## config.mk

```make
export PLATFORM = sky130hd
export DESIGN_NAME = fetch_unit
export DESIGN_NICKNAME = d
export VERILOG_FILES = /design/src/rtl/fetch_unit.sv
export SDC_FILE = /design/constraint.sdc
export NUM_CORES = 1
export LEC_CHECK = 0
export CAP_MARGIN = 10
export CORE_AREA = 2 2 92 160
export DETAILED_ROUTE_END_ITERATION = 16
export DIE_AREA = 0 0 94 162
export DONT_BUFFER_PORTS = 1
export PLACE_DENSITY = 0.64
export SKIP_CTS_REPAIR_TIMING = 1
export SLEW_MARGIN = 20
export SYNTH_ARGS = -nofsm -noshare
export SYNTH_HDL_FRONTEND = slang
export SYNTH_SLANG_ARGS = --single-unit
```

## constraint.sdc

```tcl
create_clock -name clk_i -period 7.1 [get_ports clk_i]
set_clock_uncertainty 0.15 [all_clocks]
set_input_delay 1.42 -clock clk_i [delete_from_list [all_inputs] [get_ports clk_i]]
set_output_delay 1.42 -clock clk_i [all_outputs]
set_load 0.01 [all_outputs]
```

## src/rtl/fetch_unit.sv

```systemverilog
// fetch_unit: instruction-fetch stage owning the PC and the IF/ID pipeline register
module fetch_unit #(
  parameter logic [31:0] RESET_PC  = 32'h0000_0000,
  parameter int          MEM_SIZE  = 96,
  parameter logic [31:0] NOP_INSTR = 32'h0000_0013
) (
  input  logic        clk_i,
  input  logic        rst_i,
  input  logic        stall_i,
  input  logic        flush_i,
  input  logic        redirect_i,
  input  logic [31:0] redirect_pc_i,
  output logic [31:0] imem_addr_o,
  input  logic [31:0] imem_rdata_i,
  output logic [31:0] if_pc_o,
  output logic [31:0] if_pc_plus4_o,
  output logic [31:0] if_instr_o,
  output logic        if_valid_o,
  output logic        halted_o,
  output logic        misalign_o,
  output logic [31:0] fetch_count_o
);
  localparam logic [31:0] LIMIT = 32'(MEM_SIZE * 4);
  typedef enum logic [1:0] {BOOT, RUN, HALT} state_t;
  state_t      state_q, state_d;
  logic [31:0] pc_q, pc_d, id_pc_q, id_pc_d, id_instr_q, id_instr_d, count_q, count_d;
  logic        id_valid_q, id_valid_d, mis_q, mis_d;
  logic [31:0] target;
  logic        in_range, target_in, target_mis;
  assign target        = {redirect_pc_i[31:2], 2'b00};
  assign target_mis    = |redirect_pc_i[1:0];
  assign in_range      = pc_q < LIMIT;
  assign target_in     = target < LIMIT;
  assign imem_addr_o   = pc_q;
  assign if_pc_o       = id_pc_q;
  assign if_pc_plus4_o = id_pc_q + 32'd4;
  assign if_instr_o    = id_valid_q ? id_instr_q : NOP_INSTR;
  assign if_valid_o    = id_valid_q;
  assign halted_o      = state_q == HALT;
  assign misalign_o    = mis_q;
  assign fetch_count_o = count_q;
  // next-state and next-register values; redirect beats stall beats normal fetch
  always_comb begin
    state_d    = state_q;
    pc_d       = pc_q;
    id_pc_d    = id_pc_q;
    id_instr_d = id_instr_q;
    id_valid_d = id_valid_q;
    mis_d      = mis_q;
    count_d    = count_q;
    case (state_q)
      BOOT: begin
        state_d    = RUN;
        id_valid_d = 1'b0;
      end
      RUN: begin
        if (redirect_i) begin
          pc_d       = target;
          id_valid_d = 1'b0;
          mis_d      = mis_q | target_mis;
          state_d    = target_in ? RUN : HALT;
        end else if (stall_i) begin
          id_valid_d = flush_i ? 1'b0 : id_valid_q;
        end else if (in_range) begin
          pc_d       = pc_q + 32'd4;
          id_valid_d = !flush_i;
          id_pc_d    = flush_i ? id_pc_q : pc_q;
          id_instr_d = flush_i ? id_instr_q : imem_rdata_i;
          count_d    = flush_i ? count_q : count_q + 32'd1;
        end else begin
          id_valid_d = 1'b0;
          state_d    = HALT;
        end
      end
      HALT: begin
        id_valid_d = 1'b0;
        mis_d      = mis_q | (redirect_i & target_mis);
        pc_d       = (redirect_i && target_in) ? target : pc_q;
        state_d    = (redirect_i && target_in) ? RUN : HALT;
      end
      default: state_d = BOOT;
    endcase
  end
  // state and pipeline registers, cleared asynchronously
  always_ff @(posedge clk_i or posedge rst_i) begin
    if (rst_i) begin
      state_q    <= BOOT;
      pc_q       <= RESET_PC;
      id_pc_q    <= 32'd0;
      id_instr_q <= NOP_INSTR;
      id_valid_q <= 1'b0;
      mis_q      <= 1'b0;
      count_q    <= 32'd0;
    end else begin
      state_q    <= state_d;
      pc_q       <= pc_d;
      id_pc_q    <= id_pc_d;
      id_instr_q <= id_instr_d;
      id_valid_q <= id_valid_d;
      mis_q      <= mis_d;
      count_q    <= count_d;
    end
  end
endmodule

```

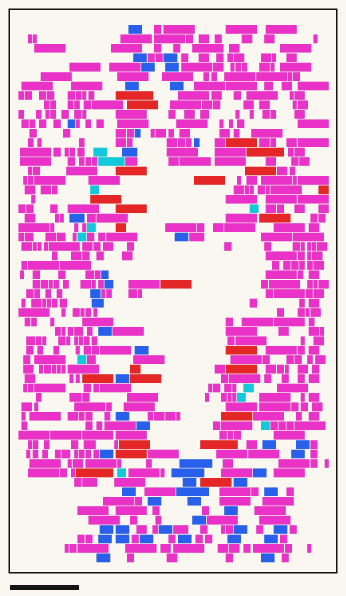
**Above:** run 1 (cell sizes after repair).
Bar = 20 µm.
Key: x1 and smaller = magenta [cells 535, share 86%, most used dfrtp_1]; x3 and x4 = cyan [cells 11, share 1.8%]; x2 = blue [cells 51, share 8.2%, most used mux2_2]; x6 and larger = red [cells 24, share 3.9%, most used clkbuf_16]
layout buffer count excluding clock buffers: 4
final worst setup slack: 3.07 ns
cell area after layout: 7100 µm²

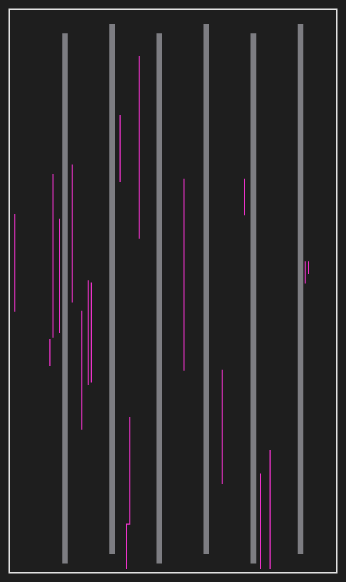
**Above:** run 1 (M4 wires).
Supply wires on this layer in grey.
The longest straight run is 55.1 µm. The layer holds 3.2% of the routed length. The layer carries 531 µm of wire. 15 nets have wire on it.

==> summary.txt, run 1 <==
Item: results of the latest flow run.

- For reference, the critical path is launched at if_pc_o[16]$_DFFE_PP0P_.
- The last element of the critical path is if_pc_plus4_o[31].
- By instance count after routing, the leading logic cell type is sky130_fd_sc_hd__dfrtp_1.
- Among all stages on the critical path, the largest delay is contributed by sky130_fd_sc_hd__dfrtp_1.
- The H-tree depth reported by CTS is 4.
- Entering global routing, the biggest net connects 82 pins.
- The cell count in the Yosys report is 612.
- The highest layer touched by signal routing is met4.
- The cell with the most instances after synthesis is sky130_fd_sc_hd__dfrtp_1.
- The proportion of synthesized chip area in sequential cells is 0.501.
- After legalization and detailed placement, the total HPWL measured 12300 µm.
- The buffer levels on the longest clock path is 2.
- The floorplan die area is 15200 µm².
- The remaining design rule violation count is 0.
- By count the netlist is led by sky130_fd_sc_hd__dfrtp_1, sky130_fd_sc_hd__xnor2_1, sky130_fd_sc_hd__nand2_1.
- The sink count of the clock tree is 128.
- The share of post-route cells with drive strength above 1 is 0.138.
- In the layout the commonest cells are sky130_fd_sc_hd__dfrtp_1, sky130_fd_sc_hd__xnor2_1, sky130_fd_sc_hd__nand2_1, sky130_fd_sc_hd__mux2_2.
- The count of inserted antenna diode cells is 0.
- The global route stage reports its total congestion overflow as 0.
- The critical path startpoint category is a flop.
- The number of global-route vias before repair is 4922.
- For this block, wires on met1 add up to 6000 µm.
- The number of enable-type register cells in the synthesized netlist is 0.
- Summing every instance area after synthesis gives 6400 µm².
- The internal reg-to-reg setup slack is 3.66 ns.
- Pin placement for this block handled 232 I/O pins.
- In the log, the iteration count for the first detailed-route pass is 4.
- In the finished design, the share of the clock period the worst path needs comes to 0.568.
- The average instance area after synthesis is 10.5 µm².
- The report counts max-capacitance violations totalling 0.
- The buffer-and-inverter tally for the worst setup path is 0.
- The total length of routed met3 wires is 1110 µm.
- The clock slew seen by the registers of the worst setup and hold paths is 0.06 ns.
- The clock tree from TritonCTS is built.
- In this run the static leakage power is 0.00314 µW.
- The global routing report lists met1 layer usage as 0.238.
- For the worst setup path, the data arrival time is 2.46 ns.
- Per STA, the worst path is made up of nand4_1 -> nor3_1 -> nand4_1 -> nor4_1 -> xor2_1.
- The final timing report lists a hold violation count of 0.
- The worst setup path is captured at an output port.
- The count of buffers from port buffering is 0.
- The wire length after detailed routing is 16700 µm.
- Per the OpenROAD floorplan log, the height of the die is 162 µm.
- The most used flip-flop cell after synthesis is sky130_fd_sc_hd__dfrtp_1.
- The type of the worst min-delay path is reg -> reg.
- For this design the ratio of total power to cell area is 306 nW/µm².
- The core utilization before placement is 0.460.
- The final total negative setup slack is 0 ns.
- The timing report shows the most common cell along the critical path to be sky130_fd_sc_hd__nand4_1.
- The first global-routing pass estimated 25700 µm of wire.
- The total power is 2170 µW.
- The highest fanout seen on the critical path is 8.
- The routed wire length per instance is 20.9 µm.
- The number of cells on the worst reg-to-reg path is 5.
- The site row count is 57.
- Counting buffers and inverters, the worst setup path is 5 cells deep.
- The number of distinct standard cells referenced by the synthesized netlist is 51.
- The OpenROAD warning count is 26.
- For met2 alone, demand over resource in global routing was 0.393.
- Setup repair after global routing left no endpoint under its margin.
- The flow ran to the end, and the final reports show no timing, DRC or antenna violations.
- The total CTS buffers is 17.
- IR analysis of the VDD net gives a maximum drop of 0.000198 V.
- The reg-to-reg endpoint is id_instr_q[8]$_DFFE_PP0P_.
- The flip-flop and latch count after synthesis is 128.
- The count of mapped cells out of synthesis is 612.
- The total track usage is 0.220.
- After detailed routing, the number of vias per cell comes to 5.90.
- According to the finish report, the design has a final net count of 680.
- The number of warning messages in the yosys log is 0.
- The kind of critical path is reg -> out.
- The detailed router reports a met2 wire length of 9040 µm.
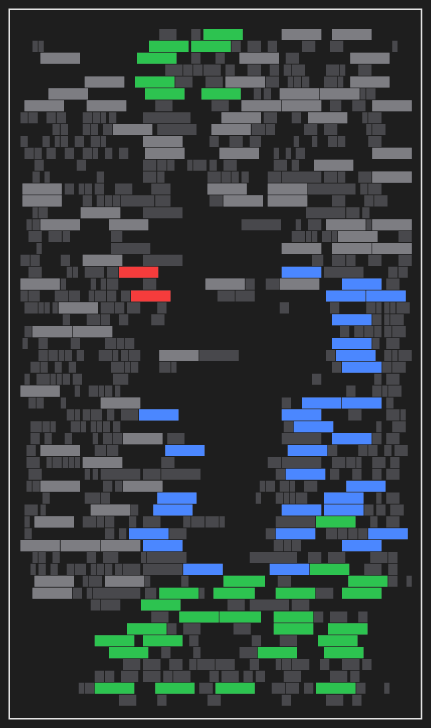
**Above:** run 1 (sequential cells coloured by netlist name).
Key: `id_instr_q` = green [sequential cells 32]; `state_q` = red [sequential cells 2]; `if_pc_o` = blue [sequential cells 30]

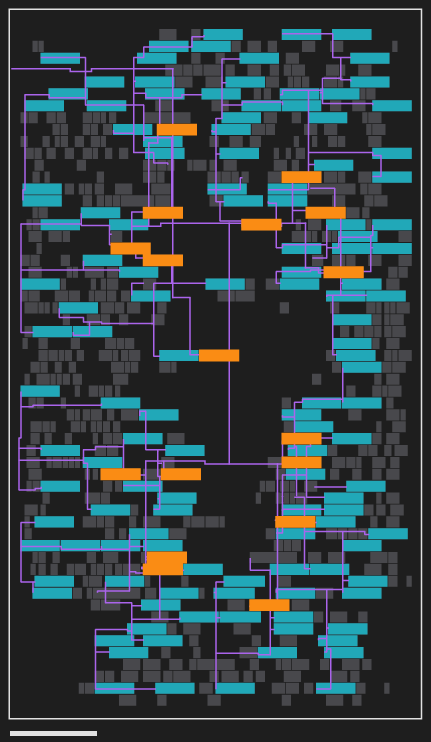
**Above:** run 1 (routed clock nets over the placement).
Bar = 20 µm.
Key: clock wires = purple [length 1710 µm]; flip-flops = cyan [count 128]; clock-net drivers = orange [count 17]
There are 18 routed clock nets.
clk pwr: 918 µW
clock network fraction of total power: 0.423
insertion delay at the late pin of the worst-skew pair: 0.41 ns

## run 1: sequential cells by signal, indices dropped and copies added (netlist names)
name / count
misalign_o: 1
if_valid_o: 1
id_instr_q: 32
imem_addr_o: 30
fetch_count_o: 32
state_q: 2
if_pc_o: 30
## run 1: logic make-up (layout without fill, tap and decap cells)
logic type	count (synthesis)	after routing	share of synthesized area
buf+inv	41	45	0.0366
mux	41	41	0.0718
xor+xnor	60	60	0.0821
fa+ha+maj	3	3	0.00587
flops	128	128	0.501
simple gates	259	259	0.227
compound gates	79	79	0.0743
other cells	1	6	0.000586
## run 1: per-stage QoR
stage	hold slack (ns)	area, µm²	std cells	util
floorplan	0.322	6420	617	-
global placement	0.334	6480	766	0.466
detailed placement	0.338	6480	766	0.466
CTS	0.351	7100	798	0.510
global route	0.355	7100	798	0.510
finish	0.347	7100	798	0.510
## run 1: report_power, final
group / internal, µW / switching, µW / leakage, µW
Sequential: 806 / 177 / 0.00168
Clock: 589 / 329 / 0.000290
Combinational: 106 / 166 / 0.00117
Total: 1500 / 672 / 0.00314
## run 1: final cells by class
class / instances / area, µm² / share of cell area
inverters: 9 / 38.8 / 0.00546
clock buffers: 19 / 433 / 0.0610
well taps: 177 / 221 / 0.0312
clock inverters: 13 / 186 / 0.0263
multi-input cells: 448 / 2980 / 0.420
repair buffers: 4 / 30.0 / 0.00423
flip-flops and latches: 128 / 3210 / 0.452
## run 1: worst register-to-register path, stage by stage (launching register included)
cell and delay [ns]:
sky130_fd_sc_hd__dfrtp_1 0.46, sky130_fd_sc_hd__or4_4 0.58, sky130_fd_sc_hd__nor4_4 0.35, sky130_fd_sc_hd__and3_2 0.97
sky130_fd_sc_hd__buf_4 0.45, sky130_fd_sc_hd__mux2_2 0.38
--- run 2 (diff from run 1) ---
==> constraint.sdc (replaced) <==
create_clock -name clk_i -period 3.8 [get_ports clk_i]
set_clock_uncertainty 0.15 [all_clocks]
set_input_delay 0.76 -clock clk_i [delete_from_list [all_inputs] [get_ports clk_i]]
set_output_delay 0.76 -clock clk_i [all_outputs]
set_load 0.01 [all_outputs]
==> run 2 against run 1 <==
The flow now stops in final report; synthesized cell count unchanged; first-iteration DRC count increased by 23%; area after synthesis unchanged; global-route usage increased by 1.0 points; via count increased by 2.1%; wire length increased by 2.4%; highest routed layer unchanged.
==> summary.txt, run 2 <==
Flow results.

- Buffers placed on the I/O ports in this run total 0.
- The number of detailed-route iterations in the first pass is 5.
- After the first detailed-routing iteration, the DRC count stood at 219.
- The count of mapped cells out of synthesis is 612.
- The post-synth register bit count is 128.
- The H-tree depth reported by CTS is 4.
- The congestion estimate from routability-driven global placement came to 0.890.
- In this run the count of I/O pins placed on the die edge is 232.
- Detailed routing inserted a total of 4808 vias.
- Clock tree synthesis found a total of 128 sinks.
- Yosys instantiated no cell more often than sky130_fd_sc_hd__dfrtp_1.
- The chip area from the yosys synthesis statistics is 6400 µm².
- The average instance area after synthesis is 10.5 µm².
- The flow did not finish.
- The share of the Yosys chip area taken by registers is 0.501.
- The total track usage is 0.230.
- Counting flops with a built-in enable in the synthesized netlist gives 0.
- Entering global routing, the biggest net connects 59 pins.
- The global-route wire length before repair is 27000 µm.
- Yosys printed 0 warnings.
- The first error in the log reads "[ERROR RCX-0544] Connection and drawing faults: 2, in 1 nets (warnings RCX-0540 to RCX-0555, RCX-0564 and RCX-0565). The parasitics of these nets may be wrong, so none".
- The total standard cell area after synthesis is 6400 µm².
- The site row count is 57.
- The overall overflow remaining after global route is 0.
- Yosys stat counts 612 cells in the synthesized netlist.
- The number of global-route vias before repair is 4981.
- Buffers inserted during clock tree synthesis total 17.
- The die width is 94 µm.
- The HPWL after detailed placement is 12600 µm.
- The number of distinct standard cells referenced by the synthesized netlist is 51.
- The wire length after detailed routing is 17100 µm.
- In the floorplan report the effective utilization is 0.460.
- The main flop type is sky130_fd_sc_hd__dfrtp_1.
- According to the floorplan report, the die height is 162 µm.
- The share of Yosys cell area claimed by the top area cell type is 0.489.
- The commonest cells after synthesis are sky130_fd_sc_hd__dfrtp_1, sky130_fd_sc_hd__xnor2_1, sky130_fd_sc_hd__nand2_1.
- No sink is reached through more buffers than the 2 on the longest clock path.
- By area the synthesized netlist is led by sky130_fd_sc_hd__dfrtp_1, sky130_fd_sc_hd__mux2_2, sky130_fd_sc_hd__xnor2_1.
- The stopping stage is final report.
- The count of nets left with antenna violations once routing finished came out at 0.
- Per the synthesis report, the dominant area consumer among library cells is sky130_fd_sc_hd__dfrtp_1.
-- run 2: cell counts after synthesis --
Identical to the previous run, type by type.
-- run 2: logic make-up after synthesis --
logic type,after synthesis,share of synthesized area
AND-OR/OR-AND,79,0.0743
XOR/XNOR,60,0.0821
adder cells (fa/ha/maj),3,0.00587
buffers and inverters,41,0.0366
flip-flops,128,0.501
multiplexers,41,0.0718
other,1,0.000586
AND/OR/NAND/NOR,259,0.227
-- run 2: routing by layer --
metal  part of all wire  global-route usage  wire, µm
met1               0.36               0.255      6110
met2               0.54               0.403      9280
met3              0.064              0.0594      1090
met4              0.035               0.109       590
met5                  0                   0         0
-- run 2: stage by stage --
stage                     cell area (µm²)  cells
after floorplan                      6420    617
after global placement               6540    771
after detailed placement             6540    771
after CTS                            7160    803
after global routing                 7180    805
--- run 3 (diff from run 2) ---
--- a/config.mk
+++ b/config.mk
@@ -6,11 +6,11 @@
 export NUM_CORES = 1
 export LEC_CHECK = 0
 export CAP_MARGIN = 10
-export CORE_AREA = 2 2 92 160
+export CORE_AREA = 2 2 145 147
 export DETAILED_ROUTE_END_ITERATION = 16
-export DIE_AREA = 0 0 94 162
+export DIE_AREA = 0 0 147 149
 export DONT_BUFFER_PORTS = 1
-export PLACE_DENSITY = 0.64
+export PLACE_DENSITY_LB_ADDON = 0.15
 export SKIP_CTS_REPAIR_TIMING = 1
 export SLEW_MARGIN = 20
 export SYNTH_ARGS = -nofsm -noshare
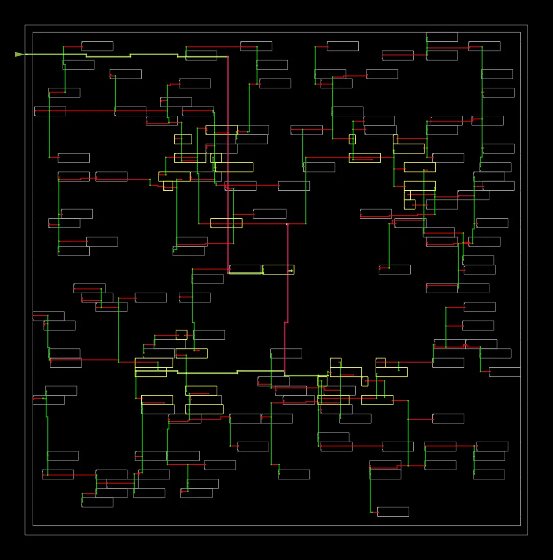
**Above:** run 3 (clock wiring as the flow saved it).
number of flip-flops and latches: 128
TritonCTS Buffers: 17

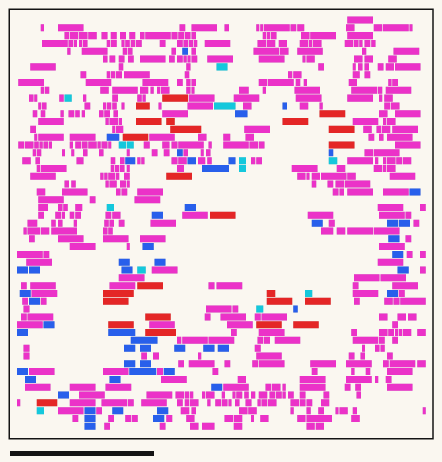
**Above:** run 3 (cell sizes after repair).
Bar = 50 µm.
Key: x6 and larger = red [cells 24, share 3.9%, most used clkbuf_16]; x2 = blue [cells 53, share 8.5%, most used mux2_2]; x1 and smaller = magenta [cells 533, share 86%, most used dfrtp_1]; x3 and x4 = cyan [cells 13, share 2.1%, most used buf_4]
final worst setup slack: 0.418 ns
layout buffer count excluding clock buffers: 6
Synth-to-Final Area Change: 13.1%
cell area after layout: 7230 µm²

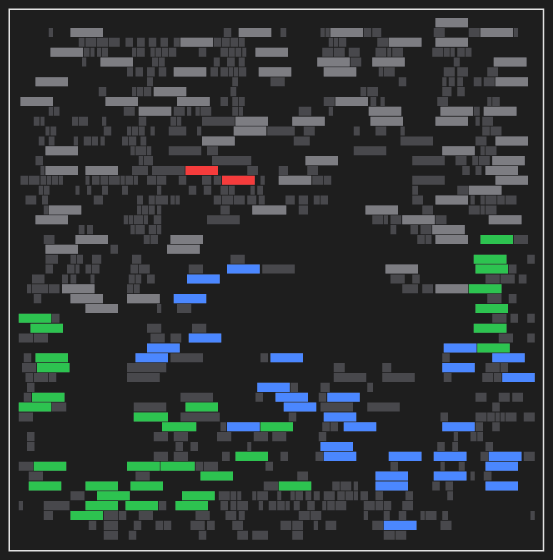
**Above:** run 3 (sequential cells coloured by netlist name).
Key: `state_q` = red [sequential cells 2]; `id_instr_q` = green [sequential cells 32]; `if_pc_o` = blue [sequential cells 30]
Another 64 sequential cells are not coloured.
fin util: 0.352
Seq group: 1840 µW
share of cell area taken by flip-flops and latches: 0.443

==> run 3 against run 2 <==
The flow now finishes without violations; wire length is 2.1% higher; first-iteration DRC count shrank 6.8%; global-route usage is 7.0 points lower; via count decreased by 2.6%; synthesized cell count stayed put; area after synthesis unchanged.
==> summary.txt, run 3 <==
Item: results of the latest flow run.

- The met2 usage is 0.271.
- The share of total power dissipated in the clock network is 0.416.
- The internal reg-to-reg setup slack is 1.00 ns.
- The sink count of the clock tree is 128.
- The highest fanout seen on the critical path is 7.
- The count of mapped cells out of synthesis is 612.
- In this run the most used layer during global routing was met2.
- In the synthesized netlist the dominant register cell turns out to be sky130_fd_sc_hd__dfrtp_1.
- The number of cells on the worst reg-to-reg path is 5.
- The longest clock path from root to sink contains 2 buffers.
- The Yosys step of the flow raised 0 warnings.
- Power spread over the standard cell area amounts to 555 nW/µm².
- The number of max-cap violations is 0.
- In the routed design, unresolved DRC markers number 0.
- The kind of critical path is reg -> out.
- Per the skew report, the later register of the worst-skew pair sees a clock latency of 0.41 ns.
- The site row count is 53.
- The data arrival time of the critical path is 2.47 ns.
- The power report lists cell-internal power as 2760 µW.
- The final layout reports a setup TNS of 0 ns.
- The proportion of synthesized chip area in sequential cells is 0.501.
- The type of the worst min-delay path is in -> async.
- Clock-pin slew was measured on the worst setup and hold paths at 0.06 ns.
- Across all stage logs, warnings added up to 28.
- The maximum number of pins on one net before global-route repair is 129.
- The routed design shows a via density per instance of 5.21.
- The type of element capturing the critical path is an output port.
- Total global-route track usage over all layers is 0.160.
- The H-tree depth reported by CTS is 4.
- Switching power as a fraction of the total was reported as 0.312.
- The number of global-route vias before repair is 4726.
- The synthesized design contains 0 enable-type register cells.
- The buffer-and-inverter tally for the worst setup path is 0.
- The total standard cell area after synthesis is 6400 µm².
- The core utilization before placement is 0.311.
- In the post-synthesis netlist, the biggest area contributors are sky130_fd_sc_hd__dfrtp_1, sky130_fd_sc_hd__mux2_2, sky130_fd_sc_hd__xnor2_1.
- 0 antenna diodes ended up in the layout.
- The global routing met1 resource utilization is 0.195.
- The run finished with clean final reports.
- The share of total power dissipated in sequential elements is 0.458.
- Setup repair after global routing left no endpoint under its margin.
- The global routing report lists met3 layer usage as 0.0587.
- By instance count after routing, the leading logic cell types are sky130_fd_sc_hd__dfrtp_1, sky130_fd_sc_hd__xnor2_1, sky130_fd_sc_hd__nand2_1, sky130_fd_sc_hd__mux2_2.
- The worst supply voltage drop on vdd is 0.000281 V.
- The tightest hold margin is 0.189 ns.
- Recorded from the global router log, the overflow total was 0.
- The die width is 147 µm.
- The count of pins on the block boundary is 232.
- TritonCTS built the clock tree.
- Per the gpl log, the routability congestion estimate is 0.807.
- The critical path starts at if_pc_o[4]$_DFFE_PP0P_.
- The violation tally from detailed-route iteration zero is 204.
- The floorplan die area is 21900 µm².
- The detailed router placed 4681 vias in this run.
- After detailed routing, the wire length on met1 is 7180 µm.
- The cell taking the most area after synthesis is sky130_fd_sc_hd__dfrtp_1.
- Per the placement log, port buffering inserted 0 buffers.
- The period utilization is 0.890.
- The chip area from the yosys synthesis statistics is 6400 µm².
==> run 3: kinds of logic (layout without fill, tap and decap cells) <==
logic type | Yosys count | count (layout) | synth area share
adder cells (fa/ha/maj) | 3 | 3 | 0.00587
AND-OR/OR-AND | 79 | 79 | 0.0743
flip-flops | 128 | 128 | 0.501
multiplexers | 41 | 41 | 0.0718
buffers and inverters | 41 | 47 | 0.0366
AND/OR/NAND/NOR | 259 | 259 | 0.227
other | 1 | 6 | 0.000586
XOR/XNOR | 60 | 60 | 0.0821
==> run 3: layout make-up <==
class                   instances  area (µm²)
well taps                     275         344
clock buffers                  19         443
multi-input cells             448        2980
inverters                       9        37.5
repair buffers                  6        57.6
fillers                      2065       13300
clock inverters                13         163
flip-flops and latches        128        3210
==> run 3: stage by stage <==
stage,util,std cells,cell area [µm²]
after global routing,0.352,898,7230
after floorplan,-,617,6420
after global placement,0.322,866,6630
final,0.352,898,7230
after detailed placement,0.322,866,6630
after CTS,0.352,898,7230
==> run 3: worst min-delay path by stage <==
| stage | start | endpoint | cells past startpoint | slack, ns |
|---|---|---|---|---|
| 2_1_floorplan | id_instr_q[25]$_DFFE_PP0P_ | id_instr_q[25]$_DFFE_PP0P_ | 1 | 0.32 |
| 6_report | rst_i | id_instr_q[31]$_DFFE_PP0P_ | 2 | 0.19 |
| 5_1_grt | rst_i | id_instr_q[3]$_DFFE_PP0P_ | 2 | 0.30 |
| 4_1_cts | redirect_pc_i[10] | imem_addr_o[10]$_DFFE_PP0P_ | 2 | 0.30 |
| 3_3_place_gp | id_instr_q[21]$_DFFE_PP0P_ | id_instr_q[21]$_DFFE_PP0P_ | 1 | 0.33 |
| 3_5_place_dp | id_instr_q[27]$_DFFE_PP0P_ | id_instr_q[27]$_DFFE_PP0P_ | 1 | 0.34 |
Power is estimated from default activity; no workload was simulated.
